### config.mk
export PLATFORM = sky130hd
export DESIGN_NAME = gsim_result_sink
export DESIGN_NICKNAME = d
export VERILOG_FILES = /design/src/rtl/gsim_result_sink.sv
export SDC_FILE = /design/constraint.sdc
export NUM_CORES = 1
export LEC_CHECK = 0
export CAP_MARGIN = 20
export CORE_MARGIN = 2
export CORE_UTILIZATION = 55
export DETAILED_ROUTE_END_ITERATION = 8
export PLACE_DENSITY_LB_ADDON = 0.2
export SKIP_CTS_REPAIR_TIMING = 1
export SYNTH_ARGS = -nofsm -noshare
export SYNTH_HDL_FRONTEND = slang
export SYNTH_SLANG_ARGS = --single-unit
### constraint.sdc
create_clock -name clk -period 5.11 [get_ports clk]
set_clock_uncertainty 0.15 [all_clocks]
set_input_delay 1.022 -clock clk [delete_from_list [all_inputs] [get_ports clk]]
set_output_delay 1.022 -clock clk [all_outputs]
set_load 0.1 [all_outputs]
### src/rtl/gsim_result_sink.sv
// -----------------------------------------------------------------------------
// gsim_result_sink
//
// Purpose:
//    Captures one solved frame of DEPTH signed Q16.16 words from the GSIM
//    solver's x_out/out_valid stream into a local buffer at full rate (GSIM has
//    no backpressure). It then drains the frame to a consumer over a
//    valid/ready handshake, tagging each word with its index and a last flag.
//
// Ports:
//    clk         in   1       clock, rising edge
//    rst_in      in   1       reset, asynchronous, active-high
//    in_valid    in   1       GSIM out_valid; one word per cycle while high
//    in_data     in   DATA_W  GSIM x_out
//    out_valid   out  1       drain word available
//    out_ready   in   1       consumer accepts word
//    out_data    out  DATA_W  drained word
//    out_index   out  IDX_W   position of out_data within the frame
//    out_last    out  1       out_data is word DEPTH-1
//    busy        out  1       not idle
//    frame_done  out  1       one-cycle pulse after the last word transfers
//    overflow    out  1       sticky; an input word arrived during drain and
//                             was dropped
//
// Build option:
//    GSIM_SINK_ROUND_EN  when defined, each word is rounded half-up to an
//                        integer at capture time (kept in Q16.16, fraction
//                        zeroed, saturating at 32'h7FFF_0000). When undefined
//                        the data path is bit-exact pass-through. Ports and
//                        timing are the same in both builds.
//
// FSM states:
//    state   | meaning
//    S_IDLE  | waiting for word 0 of a new frame
//    S_FILL  | capturing words 1..DEPTH-1; gaps in in_valid just stall
//    S_DRAIN | presenting buf[rd_ptr] to the consumer; input words dropped
// -----------------------------------------------------------------------------
module gsim_result_sink #(
   parameter int DATA_W = 32,
   parameter int DEPTH  = 16,
   parameter int IDX_W  = 4
) (
   input  logic              clk,
   input  logic              rst_in,
   input  logic              in_valid,
   input  logic [DATA_W-1:0] in_data,
   output logic              out_valid,
   input  logic              out_ready,
   output logic [DATA_W-1:0] out_data,
   output logic [IDX_W-1:0]  out_index,
   output logic              out_last,
   output logic              busy,
   output logic              frame_done,
   output logic              overflow
);

   typedef enum logic [1:0] {
      S_IDLE  = 2'd0,
      S_FILL  = 2'd1,
      S_DRAIN = 2'd2
   } state_t;

   localparam logic [IDX_W-1:0] LAST_IDX = IDX_W'(DEPTH - 1);

   state_t              state;
   state_t              state_nxt;

   logic [DATA_W-1:0]   mem [DEPTH];
   logic [IDX_W-1:0]    wr_ptr;
   logic [IDX_W-1:0]    rd_ptr;
   logic [IDX_W-1:0]    rd_ptr_inc;
   logic [DATA_W-1:0]   out_data_q;
   logic                frame_done_q;
   logic                overflow_q;

   logic [DATA_W-1:0]   wdata;
   logic                wr_en;
   logic                fill_last;
   logic                xfer;
   logic                last_xfer;
   logic                drop;

   // ---------------------------------------------------------------------------
   // Capture-time data conditioning
   // ---------------------------------------------------------------------------
`ifdef GSIM_SINK_ROUND_EN
   localparam int HI_W = DATA_W - 16;

   // Half-up rounding on the integer part. Negative .5 values therefore move
   // toward +inf (-2.5 -> -2). Only the largest positive integer part can
   // overflow when incremented, so that single case saturates.
   function automatic logic [DATA_W-1:0] round_q16(input logic [DATA_W-1:0] x);
      logic [HI_W-1:0] hi;
      hi = x[DATA_W-1:16];
      if (x[15] && (hi == {1'b0, {(HI_W-1){1'b1}}})) begin
         round_q16 = {hi, 16'h0000};
      end else begin
         round_q16 = {hi + HI_W'(x[15]), 16'h0000};
      end
   endfunction

   assign wdata = round_q16(in_data);
`else
   assign wdata = in_data;
`endif

   // ---------------------------------------------------------------------------
   // FSM
   // ---------------------------------------------------------------------------
   always_ff @(posedge clk or posedge rst_in) begin
      if (rst_in) begin
         state <= S_IDLE;
      end else begin
         state <= state_nxt;
      end
   end

   always_comb begin
      state_nxt = state;
      wr_en     = 1'b0;
      xfer      = 1'b0;
      drop      = 1'b0;
      case (state)
         S_IDLE: begin
            if (in_valid) begin
               wr_en     = 1'b1;
               state_nxt = (DEPTH == 1) ? S_DRAIN : S_FILL;
            end
         end
         S_FILL: begin
            if (in_valid) begin
               wr_en = 1'b1;
               if (wr_ptr == LAST_IDX) begin
                  state_nxt = S_DRAIN;
               end
            end
         end
         S_DRAIN: begin
            drop = in_valid;
            xfer = out_ready;
            if (out_ready && (rd_ptr == LAST_IDX)) begin
               state_nxt = S_IDLE;
            end
         end
         default: begin
            state_nxt = S_IDLE;
         end
      endcase
   end

   // wr_ptr is always 0 in S_IDLE, so the same compare covers DEPTH==1.
   assign fill_last  = wr_en && (wr_ptr == LAST_IDX);
   assign last_xfer  = xfer && (rd_ptr == LAST_IDX);
   assign rd_ptr_inc = rd_ptr + IDX_W'(1);

   // ---------------------------------------------------------------------------
   // Frame buffer (not reset; contents only matter once a frame is complete)
   // ---------------------------------------------------------------------------
   always_ff @(posedge clk) begin
      if (wr_en) begin
         mem[wr_ptr] <= wdata;
      end
   end

   // ---------------------------------------------------------------------------
   // Pointers, registered read data and status
   // ---------------------------------------------------------------------------
   // out_data_q is loaded one cycle ahead of use: with the entry for index 0
   // when the frame completes, and with the next entry on every non-final
   // transfer. The buffer read is thus registered without adding latency, and
   // the word holds naturally while out_ready is low.
   always_ff @(posedge clk or posedge rst_in) begin
      if (rst_in) begin
         wr_ptr       <= '0;
         rd_ptr       <= '0;
         out_data_q   <= '0;
         frame_done_q <= 1'b0;
         overflow_q   <= 1'b0;
      end else begin
         frame_done_q <= last_xfer;
         if (drop) begin
            overflow_q <= 1'b1;
         end
         if (wr_en) begin
            wr_ptr <= fill_last ? '0 : wr_ptr + IDX_W'(1);
         end
         if (xfer) begin
            rd_ptr <= last_xfer ? '0 : rd_ptr_inc;
         end
         if (fill_last) begin
            // With a single-word frame, entry 0 is the word being written now.
            out_data_q <= (DEPTH == 1) ? wdata : mem[0];
         end else if (xfer && !last_xfer) begin
            out_data_q <= mem[rd_ptr_inc];
         end
      end
   end

   // ---------------------------------------------------------------------------
   // Outputs
   // ---------------------------------------------------------------------------
   assign out_valid  = (state == S_DRAIN);
   assign out_data   = out_data_q;
   assign out_index  = rd_ptr;
   assign out_last   = (state == S_DRAIN) && (rd_ptr == LAST_IDX);
   assign busy       = (state != S_IDLE);
   assign frame_done = frame_done_q;
   assign overflow   = overflow_q;

endmodule

**Run 1: metal 1**

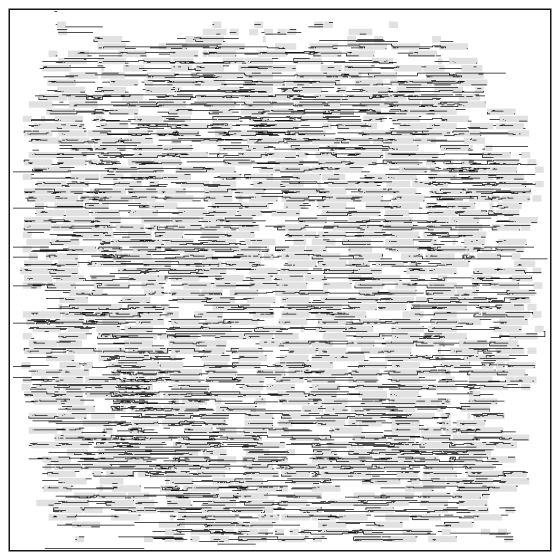
The longest straight run is 43.6 um. The layer carries 18,100 um of wire.
M1 GR Usage: 0.304
via count: 9,800

**Run 1: M2 wires**

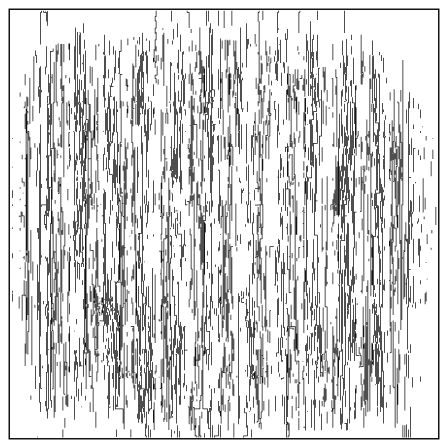
999 nets have wire on it. The layer holds 50% of the routed length.
Global Route met2 Usage: 0.347
Total Wirelength: 41,700 um

**Run 1: met4 routing**

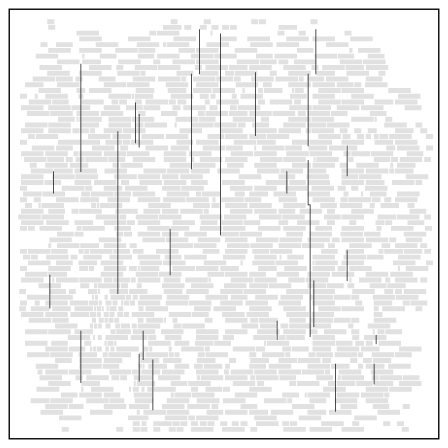
The layer carries 721 um of wire. The longest straight run is 95.2 um. The layer holds 1.7% of the routed length. The wires run mostly vertical. 10 nets have wire on it.

==> impl_metrics.py, run 1 <==
# Flow results
metrics = {
    "power_and_ir_drop": {
        "p_comb_frac": 0.168,
        "seqPwrFrac": 0.486,
        "power_density_nw_per_um2": 466,
        "pg_comb_mw": 1.95,
        "top_power_group": "registers",
        "p_sw_mw": 3.19,
        "clock_power_mw": 4.01,
    },
    "floorplan": {
        "die_height_um": 203,
        "chip_area_um2": 41100,
        "coreArea_um2": 38800,
        "placementRows": 72,
    },
    "synth": {
        "synth_cells": 966,
        "netlist_area_um2": 21700,
        "edf_count": 512,
        "synthAdderAreaFrac": 0.00288,
        "synth_warnings": 0,
        "netlist.area_leader.share": 0.708,
        "ys_area_um2": 21700,
        "synthArstFlopShare": 0.0791,
        "ys_sh_mux": 0.165,
        "synth_nets": 1007,
    },
    "setup_path": {
        "r2r_slack_ns": 2.01,
        "rr_worst_depth": 5,
        "r2r_start": "out_index[0]",
        "critical_path_buf_inv_count": 1,
        "cp.depth": 4,
        "crit_family": "flip-flops",
        "cp-start-kind": "flop",
        "r2r-end": "out_data[20]",
        "worst_path_max_delay_cell": "dfrtp_4",
        "cp_cell_sequence": "ha_4 > nand3_1 > nor3b_1 > buf_4",
    },
    "clocking": {
        "clk_pin_slew_ns": 0.06,
        "cts-root-buf": "clkbuf_16",
        "cts_tree": "yes",
        "cts_sinks": 556,
        "cts_made_buffers": 55,
    },
    "grt": {
        "grt_pass1_wl_um": 64500,
        "antenna_found_initial": 0,
        "grt_max_degree": 102,
        "busiest_layer": "met2",
        "overflow": 0,
    },
    "finish": {
        "drive_gt1_frac": 0.304,
        "largest_reg_flops": 512,
        "clk_share": 0.0726,
        "area_growth_pct": 14.6,
        "final_cells": 1625,
        "num-nonclk-buffers": 92,
        "final_core_util": 0.641,
        "inverters": 4,
        "seq_area_frac": 0.662,
    },
    "job": {
        "warning_count": 31,
        "cap_violations": 0,
    },
    "detailed_routing": {
        "drc": 0,
        "post_drt_wl_per_cell_um": 25.7,
        "via_per_inst": 6.03,
        "ant_nets": 0,
        "dr_wl_met3_um": 1900,
        "wl_met2_um": 21000,
    },
    "sta": {
        "fin_ws_ns": 1.20,
        "slew_viol_final": 0,
        "fin_tns_setup_ns": 0,
        "timing.fmax_mhz": 256,
    },
    "status": {
        "outcome": "finished, final reports clean",
    },
    "placement": {
        "portBuffers": 76,
        "pre_cts_ws_ns": 1.39,
        "hpwl_um": 22800,
        "dpl_cell_area_um2": 23000,
    },
    "worst_hold_path": {
        "hp-start": "overflow",
    },
}
**Run 1: local utilization**

Bar = 50 um. The die is cut into 20 by 20 equal tiles; dark blue is low, red is high, 0 to 100% covered.
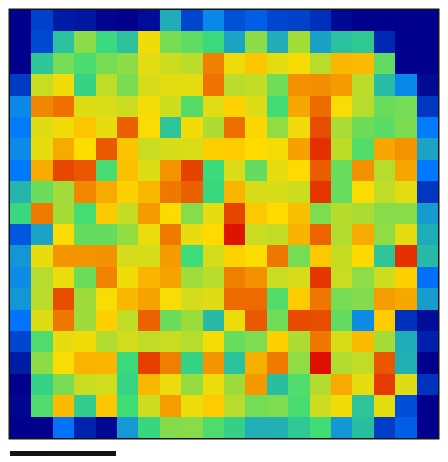

--- run 2 (diff from run 1) ---
clock period = 3.34 ns   (was 5.11 ns; I/O delays follow)
**Run 2: local utilization**

Bar = 50 um. The die is cut into 20 by 20 equal tiles; dark blue is low, red is high, 0 to 100% covered.
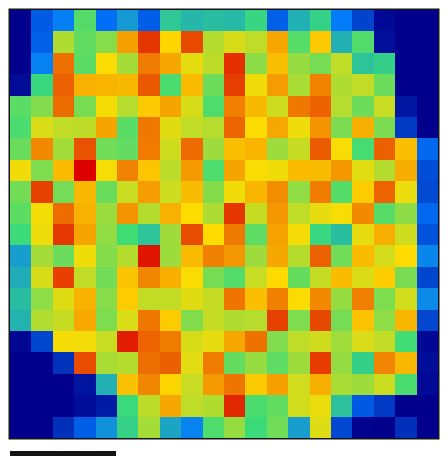
The fullest tile reaches 100%. The mean over all tiles is 59%. 7.7% of the tiles are nearly empty. 32% of the tiles are over 75% full.
utilization after layout: 0.644
FP Core Util: 0.559

**Run 2: metal 1**

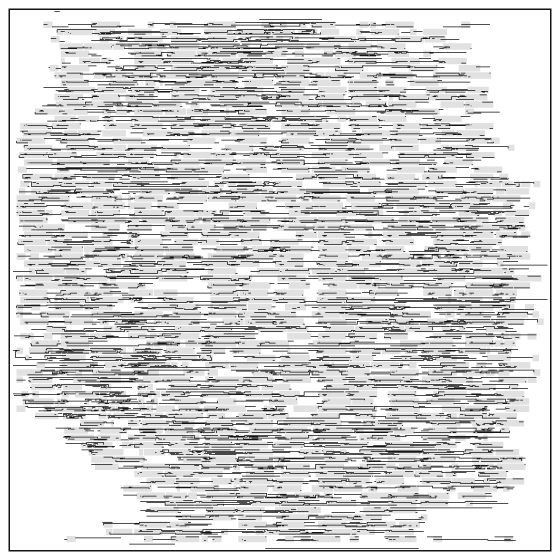
The longest straight run is 76.4 um. The wires run mostly horizontal. The layer holds 44% of the routed length. 1,059 nets have wire on it.
via count: 10,300
M1 GR Usage: 0.347

==> impl_metrics.py, run 2 <==
# Flow results
metrics = {
    "status": {
        "outcome": "finished, final reports clean",
    },
    "finish": {
        "dominant_cells": "flip-flops and latches",
        "nonClkBufAreaFrac": 0.0475,
        "clk_share": 0.0668,
        "inverters": 4,
        "regMostFlops": "mem",
        "comb_area_um2": 5000,
        "fin_nets": 1124,
        "layout_top_cells": "edfxtp_1 (512), mux4_2 (128), buf_4 (61)",
        "num-fill-cells": 2531,
        "ff_latch_area_um2": 16500,
        "lay_top_count": "edfxtp_1",
        "seq_area_frac": 0.659,
        "comb_share": 0.200,
        "post-route-cell-area_um2": 25000,
        "n_antenna_cell": 0,
        "num-nonclk-buffers": 115,
        "flop-count": 556,
        "comb_cells": 352,
        "largest_reg_flops": 512,
        "final_cells": 1646,
        "clockBufferCount": 77,
        "area_growth_pct": 15.1,
        "drive_gt1_frac": 0.358,
    },
    "detailed_routing": {
        "routed.top_layer": "met4",
        "routedLengthMet1_um": 20100,
        "drtPass1Iterations": 5,
        "dr_wl_met3_um": 2850,
        "ant_nets": 0,
        "drc": 0,
        "drtIter0Drc": 1028,
        "via_per_inst": 6.23,
        "wl_met2_um": 21400,
        "post_drt_wl_per_cell_um": 27.5,
    },
    "synth": {
        "syn_avg_cell_area_um2": 22.5,
        "aoi_share": 0.0315,
        "netlist_area_um2": 21700,
        "ys_area_um2": 21700,
        "synth_cells": 966,
        "top_cell": "edfxtp_1",
        "netlist.area_leader.share": 0.708,
        "ys_seq_share": 0.759,
        "xor_share": 0.00161,
        "flop_cell": "edfxtp_1",
        "synthAdderAreaFrac": 0.00288,
        "synth_warnings": 0,
        "synth.top_cells.by_count": "edfxtp_1 (512), mux4_2 (128), dfrtp_1 (44)",
        "synth_nets": 1007,
        "ys_cells": 966,
        "synth-simple-area-share": 0.0253,
        "ys_types": 38,
        "logic_family": "multiplexers",
        "yosysTopAreaCell": "edfxtp_1",
        "ys.flops": 556,
        "edf_count": 512,
        "ys_sh_mux": 0.165,
        "synthArstFlopShare": 0.0791,
    },
    "setup_path": {
        "r2r-end": "out_data[16]",
        "worstPathRequired_ns": 2.52,
        "rr_worst_depth": 6,
        "endpoint": "out_last",
        "worstSetupStartpoint": "out_index[0]",
        "r2r_slack_ns": 0.66,
        "max_stage_delay_ns": 0.48,
        "cp-start-kind": "flop",
        "cp.depth": 4,
        "end_kind": "output pin",
        "cp_cell_sequence": "ha_4 > nand3_1 > nor3b_4 > buf_12",
        "r2r_start": "out_index[0]",
        "worst_path_max_delay_cell": "dfrtp_4",
        "critical_path_buf_inv_count": 1,
        "crit_family": "simple AND/OR/NAND/NOR gates",
        "criticalPathCategory": "reg -> out",
    },
    "grt": {
        "grt_max_degree": 100,
        "grtUsageMet3": 0.0401,
        "busiest_layer": "met2",
        "antenna_found_initial": 0,
        "grt_pass1_vias": 10600,
        "grt_pass1_wl_um": 68200,
        "overflow": 0,
        "gr-usage-all-layers": 0.228,
    },
    "placement": {
        "dpl_cell_area_um2": 23300,
        "place_congestion": 0.724,
        "pre_cts_ws_ns": 0.494,
        "hpwl_um": 26000,
        "portBuffers": 76,
        "dp.cells": 1545,
    },
    "sta": {
        "fin_ws_ns": 0.471,
        "timing.final.hold_violations": 0,
        "timing.fmax_mhz": 349,
        "slew_viol_final": 0,
        "maxSlewHeadroom": 0.434,
        "grt_setup_unrepaired": "false",
        "holdWs_ns": 0.306,
        "fin_crit_sh": 0.859,
        "fin_tns_setup_ns": 0,
        "finalCriticalPeriod_ns": 2.87,
    },
    "power_and_ir_drop": {
        "top_power_group": "registers",
        "pg_comb_mw": 3.07,
        "clock_power_mw": 5.74,
        "power.share.switching": 0.286,
        "p_sw_mw": 4.98,
        "p_comb_frac": 0.177,
        "p_leak_nw": 7.98,
        "ir_drop_uv": 696,
        "p_seq_mw": 8.61,
        "power_density_nw_per_um2": 697,
        "p_clk_frac": 0.329,
        "p_int_mw": 12.4,
        "seqPwrFrac": 0.494,
        "total_power_mw": 17.4,
    },
    "floorplan": {
        "coreArea_um2": 38800,
        "placementRows": 72,
        "chip_area_um2": 41100,
        "fp.dieW_um": 203,
        "io_pins": 77,
        "die_height_um": 203,
        "taps": 518,
    },
    "worst_hold_path": {
        "hold_path.class": "in -> async",
    },
    "job": {
        "warning_count": 29,
        "cap_violations": 0,
    },
    "clocking": {
        "cts_buffer_depth": 3,
        "cts_tree": "yes",
        "worstSkewPairLatency_ns": 0.61,
        "clk_pin_slew_ns": 0.06,
        "h-tree-depth": 2,
        "cts-root-buf": "clkbuf_16",
        "cts_made_buffers": 54,
        "cts_sinks": 556,
    },
}
**Run 2: M2 wires**

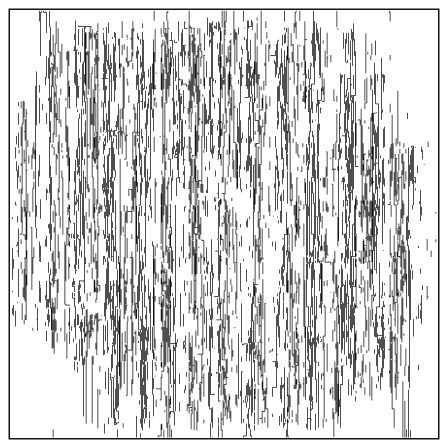
The layer carries 21.4 mm of wire. The wires run mostly vertical. 1,011 nets have wire on it. The layer holds 47% of the routed length.
Total Wirelength: 45,300 um
Global Route met2 Usage: 0.350

**Run 2: met4 routing**

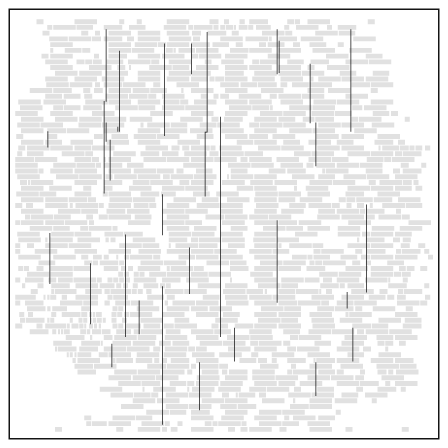

--- run 3 (diff from run 2) ---
CTS_CLUSTER_DIAMETER = 50   (was default)
**Run 3: met4 routing**

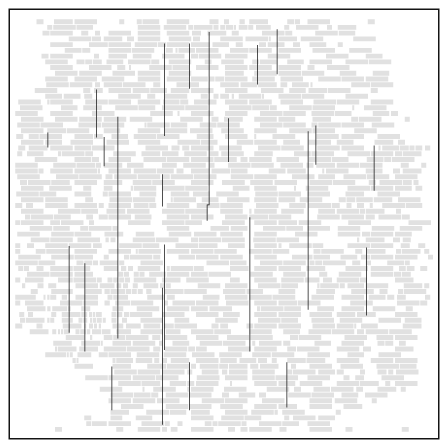
The layer holds 1.9% of the routed length. The longest straight run is 105 um. The layer carries 856 um of wire. 11 nets have wire on it.
via count: 10,200
Total Wirelength: 45,400 um

**Run 3: metal 1**

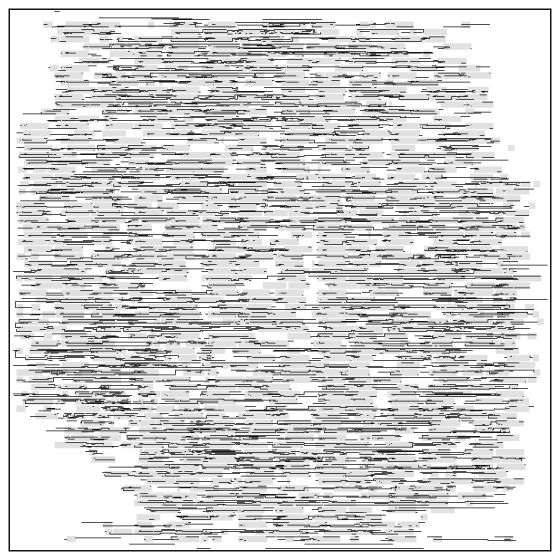
The layer carries 20.2 mm of wire. 1,062 nets have wire on it.
M1 GR Usage: 0.349

==> impl_metrics.py, run 3 <==
# Flow results
metrics = {
    "synth": {
        "ys_area_um2": 21700,
        "ys_sh_mux": 0.165,
        "synth.top_cells.by_count": "edfxtp_1 (512), mux4_2 (128), dfrtp_1 (44)",
        "syn_avg_cell_area_um2": 22.5,
        "ys_seq_share": 0.759,
        "synthArstFlopShare": 0.0791,
        "logic_family": "multiplexers",
        "synth_warnings": 0,
        "synth_cells": 966,
        "edf_count": 512,
        "top_cell": "edfxtp_1",
        "netlist_area_um2": 21700,
        "netlist.area_leader.share": 0.708,
        "ys_cells": 966,
        "ys_types": 38,
        "ys.flops": 556,
        "flop_cell": "edfxtp_1",
        "yosysTopAreaCell": "edfxtp_1",
        "synth-simple-area-share": 0.0253,
        "synthAdderAreaFrac": 0.00288,
        "aoi_share": 0.0315,
        "synth_nets": 1007,
        "xor_share": 0.00161,
    },
    "setup_path": {
        "r2r_slack_ns": 0.67,
        "crit_family": "simple AND/OR/NAND/NOR gates",
        "max_stage_delay_ns": 0.48,
        "cp-start-kind": "flop",
        "cp_cell_sequence": "ha_4 > nand3_1 > nor3b_4 > buf_12",
        "cp.depth": 4,
        "criticalPathCategory": "reg -> out",
        "worst_path_max_delay_cell": "dfrtp_4",
        "cp_data_arrival_time_ns": 2.04,
        "worstPathRequired_ns": 2.52,
        "end_kind": "output pin",
        "worstSetupStartpoint": "out_index[0]",
        "r2r-end": "out_data[16]",
        "r2r_start": "out_index[0]",
        "rr_worst_depth": 6,
        "cp_max_fo": 5,
        "endpoint": "out_last",
        "critical_path_buf_inv_count": 1,
    },
    "finish": {
        "comb_cells": 352,
        "nonClkBufAreaFrac": 0.0472,
        "ff_latch_area_um2": 16500,
        "layout_top_cells": "edfxtp_1 (512), mux4_2 (128), buf_4 (61)",
        "lay_top_count": "edfxtp_1",
        "comb_share": 0.199,
        "clockBufferCount": 82,
        "regMostFlops": "mem",
        "flop-count": 556,
        "final_core_util": 0.648,
        "num-nonclk-buffers": 115,
        "seq_area_frac": 0.655,
        "inverters": 4,
        "clk_share": 0.0724,
        "dominant_cells": "flip-flops and latches",
        "final_cells": 1650,
        "comb_area_um2": 5000,
        "largest_reg_flops": 512,
        "n_antenna_cell": 0,
        "num-fill-cells": 2514,
        "post-route-cell-area_um2": 25200,
        "fin_nets": 1126,
        "drive_gt1_frac": 0.356,
        "area_growth_pct": 15.8,
    },
    "power_and_ir_drop": {
        "clock_power_mw": 6.13,
        "power.share.switching": 0.281,
        "pg_comb_mw": 3.08,
        "ir_drop_uv": 611,
        "top_power_group": "registers",
        "seqPwrFrac": 0.483,
        "p_leak_nw": 8.03,
        "p_int_mw": 12.8,
        "power_density_nw_per_um2": 708,
        "p_comb_frac": 0.173,
        "p_sw_mw": 5.01,
        "total_power_mw": 17.8,
        "p_seq_mw": 8.61,
        "p_clk_frac": 0.344,
    },
    "floorplan": {
        "placementRows": 72,
        "die_height_um": 203,
        "coreArea_um2": 38800,
        "fp.dieW_um": 203,
        "taps": 518,
        "io_pins": 77,
        "chip_area_um2": 41100,
        "fp_util": 0.559,
    },
    "clocking": {
        "cts_tree": "yes",
        "cts-root-buf": "clkbuf_16",
        "cts_sinks": 556,
        "clk_pin_slew_ns": 0.06,
        "worstSkewPairLatency_ns": 0.60,
        "h-tree-depth": 2,
        "cts_buffer_depth": 3,
        "cts_made_buffers": 56,
    },
    "detailed_routing": {
        "post_drt_wl_per_cell_um": 27.5,
        "routedLengthMet1_um": 20200,
        "dr_wl_met3_um": 2860,
        "ant_nets": 0,
        "drtPass1Iterations": 5,
        "drtIter0Drc": 959,
        "via_per_inst": 6.20,
        "drc": 0,
        "wl_met2_um": 21500,
        "routed.top_layer": "met4",
    },
    "sta": {
        "timing.final.hold_violations": 0,
        "finalCriticalPeriod_ns": 2.86,
        "timing.fmax_mhz": 350,
        "fin_crit_sh": 0.855,
        "grt_setup_unrepaired": "false",
        "holdWs_ns": 0.297,
        "fin_tns_setup_ns": 0,
        "slew_viol_final": 0,
        "fin_ws_ns": 0.485,
        "maxSlewHeadroom": 0.439,
        "worst_pin_slew_ns": 0.841,
    },
    "grt": {
        "antenna_found_initial": 0,
        "overflow": 0,
        "busiest_layer": "met2",
        "grtUsageMet3": 0.0350,
        "grt_pass1_wl_um": 68300,
        "grt_pass1_vias": 10500,
        "grt_max_degree": 100,
        "gr-usage-all-layers": 0.228,
    },
    "placement": {
        "dpl_cell_area_um2": 23300,
        "portBuffers": 76,
        "dp.cells": 1545,
        "hpwl_um": 26000,
        "pre_cts_ws_ns": 0.494,
        "place_congestion": 0.724,
    },
    "status": {
        "outcome": "finished, final reports clean",
    },
    "worst_hold_path": {
        "hold_path.class": "in -> async",
    },
    "job": {
        "cap_violations": 0,
        "warning_count": 29,
    },
}
**Run 3: M2 wires**

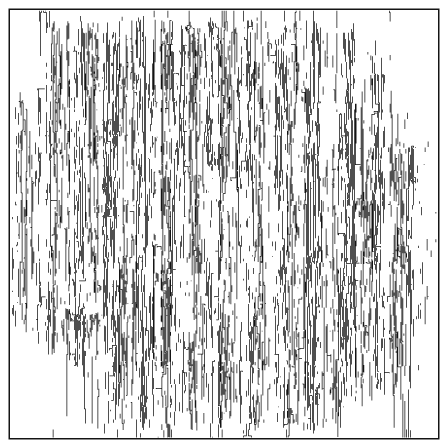
The layer holds 47% of the routed length. The longest straight run is 109 um. 1,010 nets have wire on it.
Global Route met2 Usage: 0.349

